<file path="src/rtl/mult_pkg.sv">
// Shared types and defaults for the sequential shift-and-add multiplier.
// Imported by the datapath and control modules.
package mult_pkg;

   typedef enum logic [1:0] {
      IDLE,
      RUN,
      DONE
   } mult_state_t;

   localparam int MULT_WIDTH_DEFAULT = 8;

   function automatic int cnt_width(input int w);
      return (w > 1) ? $clog2(w) : 1;
   endfunction

endpackage

</file>
<file path="src/rtl/add_sub_n.sv">
// N-bit ripple-carry adder/subtractor built from full_adder cells.
// sub=1 computes a + ~b + 1; the carry out of the top bit is discarded.
module add_sub_n
   import mult_pkg::*;
#(
   parameter int N = MULT_WIDTH_DEFAULT + 1
) (
   input  logic [N-1:0] a,
   input  logic [N-1:0] b,
   input  logic         sub,
   output logic [N-1:0] s
);

   logic [N-1:0] w_bx;
   logic [N-1:0] w_c;

   assign w_bx   = b ^ {N{sub}};
   assign w_c[0] = sub;

   genvar gi;
   for (gi = 0; gi < N - 1; gi++) begin : g_fa
      full_adder u_fa (
         .i_a    (a[gi]),
         .i_b    (w_bx[gi]),
         .i_cin  (w_c[gi]),
         .o_s    (s[gi]),
         .o_cout (w_c[gi+1])
      );
   end

   // Top slice only needs the sum; its carry out would be dropped anyway.
   assign s[N-1] = a[N-1] ^ w_bx[N-1] ^ w_c[N-1];

endmodule

</file>
<file path="src/rtl/full_adder.sv">
// Single-bit full adder cell used to build ripple-carry chains.
// Purely combinational.
module full_adder (
   input  logic i_a,
   input  logic i_b,
   input  logic i_cin,
   output logic o_s,
   output logic o_cout
);

   logic w_p;

   assign w_p    = i_a ^ i_b;
   assign o_s    = w_p ^ i_cin;
   assign o_cout = (i_a & i_b) | (i_cin & w_p);

endmodule

</file>
<file path="src/rtl/shift_add_multiplier.sv">
// Sequential signed shift-and-add multiplier, one multiplier bit per clock.
// Product {A,B} is registered on the last RUN edge and held afterwards.
module shift_add_multiplier
   import mult_pkg::*;
#(
   parameter int WIDTH = MULT_WIDTH_DEFAULT
) (
   input  logic               clk,
   input  logic               rst_n,
   input  logic               start,
   input  logic [WIDTH-1:0]   multiplicand,
   input  logic [WIDTH-1:0]   multiplier,
   output logic               busy,
   output logic               done,
   output logic [2*WIDTH-1:0] product
);

   localparam int CW = cnt_width(WIDTH);

   mult_state_t        r_state;
   logic [WIDTH-1:0]   r_a;
   logic [WIDTH-1:0]   r_b;
   logic [WIDTH-1:0]   r_s;
   logic [CW-1:0]      r_cnt;
   logic               r_busy;
   logic               r_done;
   logic [2*WIDTH-1:0] r_product;

   logic [WIDTH:0]     w_aext;
   logic [WIDTH:0]     w_sext;
   logic [WIDTH:0]     w_sum;
   logic [WIDTH:0]     w_t;
   logic               w_last;

   assign w_aext = {r_a[WIDTH-1], r_a};
   assign w_sext = {r_s[WIDTH-1], r_s};
   assign w_last = (r_cnt == CW'(WIDTH - 1));

   // The multiplier sign bit carries negative weight, so subtract on the last step.
   add_sub_n #(
      .N (WIDTH + 1)
   ) u_add_sub (
      .a   (w_aext),
      .b   (w_sext),
      .sub (w_last),
      .s   (w_sum)
   );

   assign w_t = r_b[0] ? w_sum : w_aext;

   always_ff @(posedge clk) begin
      if (!rst_n) begin
         r_state   <= IDLE;
         r_a       <= '0;
         r_b       <= '0;
         r_s       <= '0;
         r_cnt     <= '0;
         r_busy    <= 1'b0;
         r_done    <= 1'b0;
         r_product <= '0;
      end else begin
         unique case (r_state)
            IDLE: begin
               r_done <= 1'b0;
               if (start) begin
                  r_s     <= multiplicand;
                  r_b     <= multiplier;
                  r_a     <= '0;
                  r_cnt   <= '0;
                  r_busy  <= 1'b1;
                  r_state <= RUN;
               end
            end
            RUN: begin
               r_a   <= w_t[WIDTH:1];
               r_b   <= {w_t[0], r_b[WIDTH-1:1]};
               r_cnt <= r_cnt + 1'b1;
               if (w_last) begin
                  r_product <= {w_t, r_b[WIDTH-1:1]};
                  r_done    <= 1'b1;
                  r_state   <= DONE;
               end
            end
            DONE: begin
               r_done  <= 1'b0;
               r_busy  <= 1'b0;
               r_state <= IDLE;
            end
            default: begin
               r_done  <= 1'b0;
               r_busy  <= 1'b0;
               r_state <= IDLE;
            end
         endcase
      end
   end

   assign busy    = r_busy;
   assign done    = r_done;
   assign product = r_product;

endmodule

</file>
<file path="config.mk">
export PLATFORM = sky130hd
export DESIGN_NAME = shift_add_multiplier
export DESIGN_NICKNAME = d
export VERILOG_FILES = /design/src/rtl/mult_pkg.sv /design/src/rtl/add_sub_n.sv /design/src/rtl/full_adder.sv /design/src/rtl/shift_add_multiplier.sv
export SDC_FILE = /design/constraint.sdc
export NUM_CORES = 1
export LEC_CHECK = 0
export CELL_PAD_IN_SITES_DETAIL_PLACEMENT = 0
export CELL_PAD_IN_SITES_GLOBAL_PLACEMENT = 2
export CORE_UTILIZATION = 25
export CTS_BUF_LIST = sky130_fd_sc_hd__clkbuf_8
export DETAILED_ROUTE_END_ITERATION = 8
export PLACE_DENSITY_LB_ADDON = 0.1
export SLEW_MARGIN = 15
export SYNTH_ARGS = -nofsm -noshare
export SYNTH_HDL_FRONTEND = slang
export SYNTH_HIERARCHICAL = 1
export SYNTH_SLANG_ARGS = --single-unit
</file>
<file path="constraint.sdc">
create_clock -name clk -period 5.7 [get_ports clk]
set_input_delay 0.57 -clock clk [delete_from_list [all_inputs] [get_ports clk]]
set_output_delay 0.57 -clock clk [all_outputs]
set_load 0.005 [all_outputs]
</file>
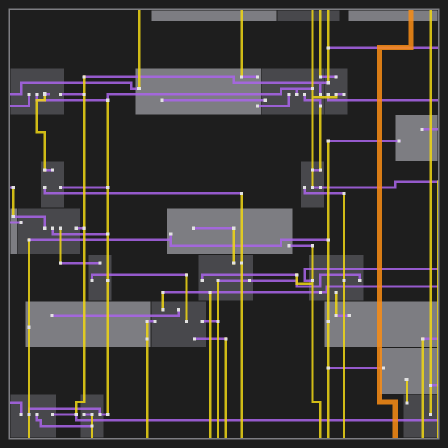
*Layout detail, run 1*
Region (12, 60) to (37, 85) um. Cells in grey, sequential cells in the stronger grey; small squares are vias.
met1 -> purple
met4 -> orange
met2 -> yellow
cells with their middle in the window = 17
sequential cells in the window = 4
most frequent = nand2_1 (5), o211a_1 (5), dfxtp_1 (4)
netlist names of flops here include = `r_a` (3), `product` (1)

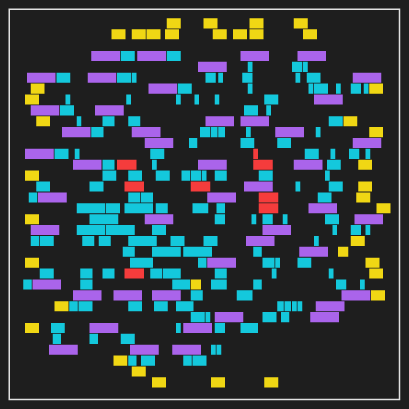
*Cells coloured by class, run 1*
Scale: 4 px per um.
clock drivers and dummy loads -> red  # cells 8, share of their area 3.8%
all other logic -> cyan  # cells 147, share of their area 46%
flip-flops -> purple  # cells 47, share of their area 36%
other buffers and delay cells -> yellow  # cells 38, share of their area 14%
final instance area: 2740 um2
core area: 8760 um2
Core Rows: 34
sequential share of cell area: 34.3%
final core occ: 31.3%

==> Slide: Implementation Results, run 1 <==
Synthesis and Place & Route Summary

Run status
  – Run status: finished, final reports clean

Power and ir drop
  – Int Pwr: between 400 and 500 uW
  – Total sequential power: 355 uW
  – Clock power share: 34.3%
  – Gate power share: roughly a tenth
  – Pwr top: registers
  – Clock group: 221 uW
  – Pwr Density: about 230 nW/um2
  – Leakage: 1.24 nW
  – P_sw: around 160 uW
  – Net Sw Frac: approximately a quarter
  – Peak supply drop: 0.0889 mV

Logic synthesis
  – Post-Syn Nets: between 200 and 250
  – Area leader, netlist: dfxtp_1
  – Ys cells: 209
  – Syn Area/Cell: approximately 11 um2
  – EDFF count, synth: 0
  – Biggest area cells: dfxtp_1 (42%), mux2i_1 (10%), fa_1 (7.1%)
  – Synth warnings: 6
  – Ys flop type: dfxtp_1
  – Async set or reset register ratio after synthesis: 0%

STA
  – Setup-failing EPs final: 0
  – Fin Clk Skew: 0.00423 ns
  – Final Critical Period: between 4 and 5 ns
  – Final Max Slew Viols: 0
  – Hold Fails Final Rpt: 0
  – Worst Slack Setup Final: 0.848 ns
  – RSZ-0062 raised after global routing: no
  – Slew HR: ~33%

Drt
  – Routed wl met2: roughly 2.5 mm
  – Vias/cell: 4.42
  – Met3 WL: about 160 um
  – Routed length per placed instance: 14.5 um

Placement
  – Pre-CTS setup slack: 0.828 ns
  – Input/output buffers: 36
  – Detailed Place HPWL: 3.61 mm

CTS
  – Cts hold-fix bufs: 0
  – Clk Latency, worst-skew pair: around 0.30 ns
  – CTS tree: built
  – Total CTS buffers: 5
  – H-tree levels: 2
  – Setup bufs post-CTS: 0
  – CTS sink count: roughly 47

Global route
  – Number of global-route vias before repair: 1643
  – Initial antenna violation count: 0
  – Largest net degree at the start of global routing: 30

Setup path
  – CP Depth: 16
  – Delay-heaviest family, CP: adder cells
  – Critical path startpoint: r_cnt[0]
  – R2R Setup Slk: between 0.8 and 0.9 ns
  – CP Cell Sequence: ha_1 -> ha_1 -> xor2_1 -> fa_1 -> fa_1 -> fa_1 -> fa_1 -> fa_1 -> fa_1 -> fa_1 -> fa_1 -> xor2_1 -> xnor2_1 -> mux2i_1 -> nand2_1 -> o211a_1
  – Worst Setup EP: product[15]
  – Maximum fanout along the worst path: 3
  – CP Launch Type: flip-flop
  – Crit end category: flip-flop
  – Slowest-stage cell, CP: fa_1
  – Worst Path Required: 5.90 ns
  – FF-to-FF path depth: 16

Job
  – Max-cap violations: 0

Finish
  – Share of cells above drive strength 1: ~6%
  – # diodes: 0
  – Logic area: about 1200 um2
  – Filler cells: ~940
  – Max reg flops: 16

Min path
  – Hold EP: product[3]
  – Class of the worst hold path: flip-flop to flip-flop
  – Hold_sp: product[3]

Floorplan
  – Die Area: 9440 um2
  – Pre-Place Util: between 20% and 30%
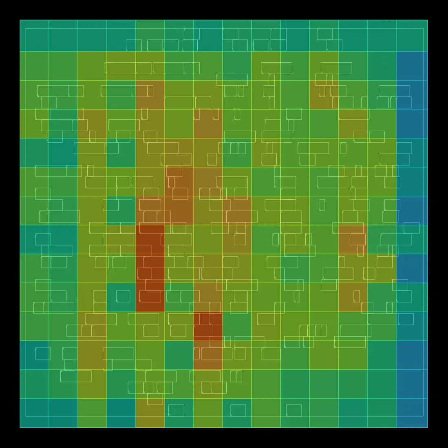
*Routing congestion map, run 1*
met1 usage in global routing: 14.6%
met2 GRT Util: 20.0%
GR Util met3: 3.38%

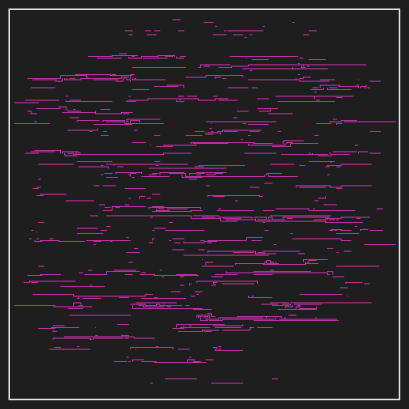
*Met1 routing, run 1*
Scale: 4 px per um.
longest straight run = 29.4 um
wire length on this layer = 2380 um
share of all routed wire = 47%
main direction = horizontal
nets with wire on the layer = 239
WL final: 5.06 mm
vias: 1537

==> run 1: final cells by class <==
cell class | count | share of cell area [%]
clock buffer | 7 | 3.51
sequential | 47 | 34.3
timing repair buffer | 38 | 13.7
clock inverter | 1 | 0.137
multi-input combinational | 145 | 43.2
inverter | 2 | 0.274
tap | 108 | 4.92
==> run 1: stage by stage <==
stage	total power, mW	instances	utilization, %	area (um2)
3_5_place_dp	0.432	340	30.2	2640
6_report	0.643	348	31.3	2740
3_3_place_gp	0.433	340	30.2	2640
5_1_grt	0.683	348	31.3	2740
4_1_cts	0.662	348	31.3	2740
2_1_floorplan	0.409	209	-	2260
==> run 1: logic make-up after synthesis <==
group | share of synthesized area [%]
simple gates | 13.1
flops | 41.5
compound gates | 15.2
mux | 10.7
buf+inv | 6.13
xor+xnor | 4.59
fa+ha+maj | 8.73
==> run 2: changes to the inputs <==
CORE_ASPECT_RATIO = 1.75   (was default)
PLACE_DENSITY = 0.61   (was default)
PLACE_DENSITY_LB_ADDON = default   (was 0.1)
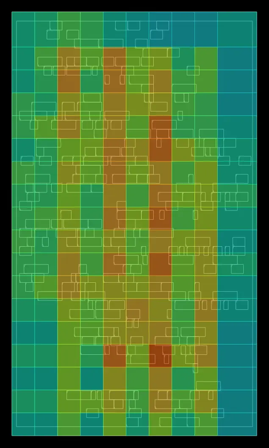
*Routing congestion map, run 2*
routed length per placed instance: 13.8 um
GR Util met3: 2.59%
met1 usage in global routing: 13.4%
met2 GRT Util: 20.2%

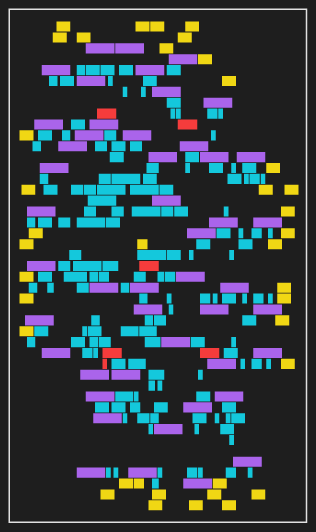
*Cells coloured by class, run 2*
Scale: 4 px per um.
final core occ: 31.3%
core area: 8730 um2
Core Rows: 45
final instance area: 2730 um2

==> run 2 against run 1 <==
- die area is 0.16% higher
- global-route usage down 0.15 points
- area after synthesis unchanged
- core utilization down 0.056 points
- worst setup slack got worse by 0.016 ns
- clock power shrank 15%
==> Slide: Implementation Results, run 2 <==
Synthesis and Place & Route Summary

Logic synthesis
  – Syn Area/Cell: approximately 11 um2
  – Mux area share: about a tenth
  – Synth warnings: 6
  – Area leader, netlist: dfxtp_1
  – Async set or reset register ratio after synthesis: 0%
  – Comb area leader: AND-OR/OR-AND gates
  – Ys flop type: dfxtp_1
  – Simple-Gate Fraction of Synth Area: about an eighth
  – Biggest area cells: dfxtp_1 (42%), mux2i_1 (10%), fa_1 (7.1%)
  – Compound Share, Synth: about 15%
  – Post-Synth XOR/XNOR Area: 4.59%
  – Post-Syn Nets: 239
  – EDFF count, synth: 0
  – Adder Area Share: 8.73%
  – Ys cells: approximately 210

CTS
  – CTS sink count: between 40 and 50
  – Root buf cell: clkbuf_8
  – H-tree levels: 2
  – CTS tree: built
  – Resized cells post-CTS: 0
  – Clk slew on worst S/H paths: around 0.080 ns
  – Clk Latency, worst-skew pair: ~0.3 ns
  – Setup bufs post-CTS: 0
  – Cts hold-fix bufs: 0
  – Total CTS buffers: 5

STA
  – F_max: a little over 0.2 GHz
  – Worst Slack Setup Final: roughly 0.83 ns
  – Setup-failing EPs final: 0
  – Hold Fails Final Rpt: 0
  – Final Critical Period: between 4 and 5 ns
  – Slew HR: 39.3%
  – Fin Clk Skew: about 0.0026 ns
  – Final Max Slew Viols: 0
  – RSZ-0062 raised after global routing: no

Job
  – Max-cap violations: 0

Drt
  – Post-route ant nets: 0
  – Vias: roughly 1500
  – 1st-pass router iterations: 4
  – WL final: just under 5 mm
  – Vias/cell: ~4.3

Setup path
  – Crit end category: flip-flop
  – Delay-heaviest family, CP: adder cells
  – FF-to-FF path depth: 16
  – Critical path startpoint: r_cnt[0]
  – Maximum fanout along the worst path: 11
  – Slowest-stage cell, CP: fa_1
  – CP Launch Type: flip-flop
  – Critical Path AT: slightly above 5 ns
  – Worst Path Required: ~6 ns
  – CP Depth: 16
  – Worst Setup EP: product[15]
  – R2R Setup Slk: ~0.83 ns
  – CP Cell Sequence: ha_1 -> ha_1 -> buf_4 -> fa_1 -> fa_1 -> fa_1 -> fa_1 -> fa_1 -> fa_1 -> fa_1 -> fa_1 -> xor2_1 -> xnor2_1 -> mux2i_1 -> nand2_1 -> o211a_1
  – Critical Path Max Stage Delay: ~0.39 ns

Global route
  – Largest net degree at the start of global routing: approximately 44
  – Number of global-route vias before repair: 1546
  – Initial antenna violation count: 0
  – Total grt overflow: 0

Min path
  – Hold EP: product[2]
  – Hold_sp: product[2]
  – Class of the worst hold path: flip-flop to flip-flop

Finish
  – Filler cells: 934
  – Non-clock buffers: 38
  – CLK BUF: 5
  – # diodes: 0
  – Share of cells above drive strength 1: slightly above 5%
  – Non-clk invs: 2
  – Sequential share of cell area: about a third
  – Flops: ~47
  – MI comb cells: approximately 150
  – Buffering overhead: roughly 14%
  – Biggest Area Class: combinational gates
  – Layout clock area frac: 2.66%
  – Max reg flops: 16
  – Comb area share: between 40% and 50%
  – Logic area: 1180 um2

Floorplan
  – Pre-Place Util: about a quarter
  – Die height: 128 um
  – Tap Count: around 120
  – Die Area: around 9500 um2

Power and ir drop
  – Design Power: a little over 600 uW
  – Peak supply drop: between 0.1 and 0.15 mV
  – Pwr Density: between 200 and 250 nW/um2
  – Leakage: between 1 and 1.5 nW

Placement
  – Detailed Place HPWL: roughly 3.6 mm
  – Input/output buffers: 36
  – DP Area: about 2700 um2
  – Pre-CTS setup slack: 0.821 ns

Run status
  – Run status: finished, final reports clean
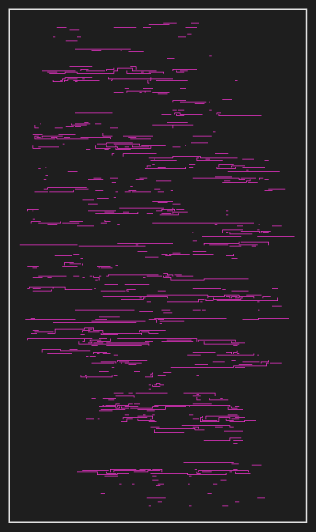
*Met1 routing, run 2*
Scale: 4 px per um.
share of all routed wire = 40%
main direction = horizontal
longest straight run = 25.3 um
nets with wire on the layer = 240
wire length on this layer = 1970 um

run 2: netlist changes by cell type in the layout (fill, tap and decap cells not counted), sizes merged:
| cell | before | now |
|---|---|---|
| clkbuf | 7 | 5 |
run 2: metrics by stage:
stage / cells / hold slack, ns
finish: 355 / 0.453
global route: 355 / 0.486
CTS: 355 / 0.458
detailed placement: 349 / 0.446
global placement: 349 / 0.441
floorplan: 209 / 0.444
run 2: report_power, final:
part           switching [mW]  internal [mW]
Combinational          0.0292         0.0372
Clock                   0.107         0.0802
Sequential             0.0155          0.340
Total                   0.152          0.457
run 2: per-layer routing:
layer	up-vias	GRT usage (%)	share of wire (%)
met5	-	0	0
li1	785	-	-
met1	720	13.4	40
met3	5	2.59	3.7
met4	0	5.43	2.2
met2	26	20.2	54
No activity file was given, so power comes from the tool's default toggle rates.
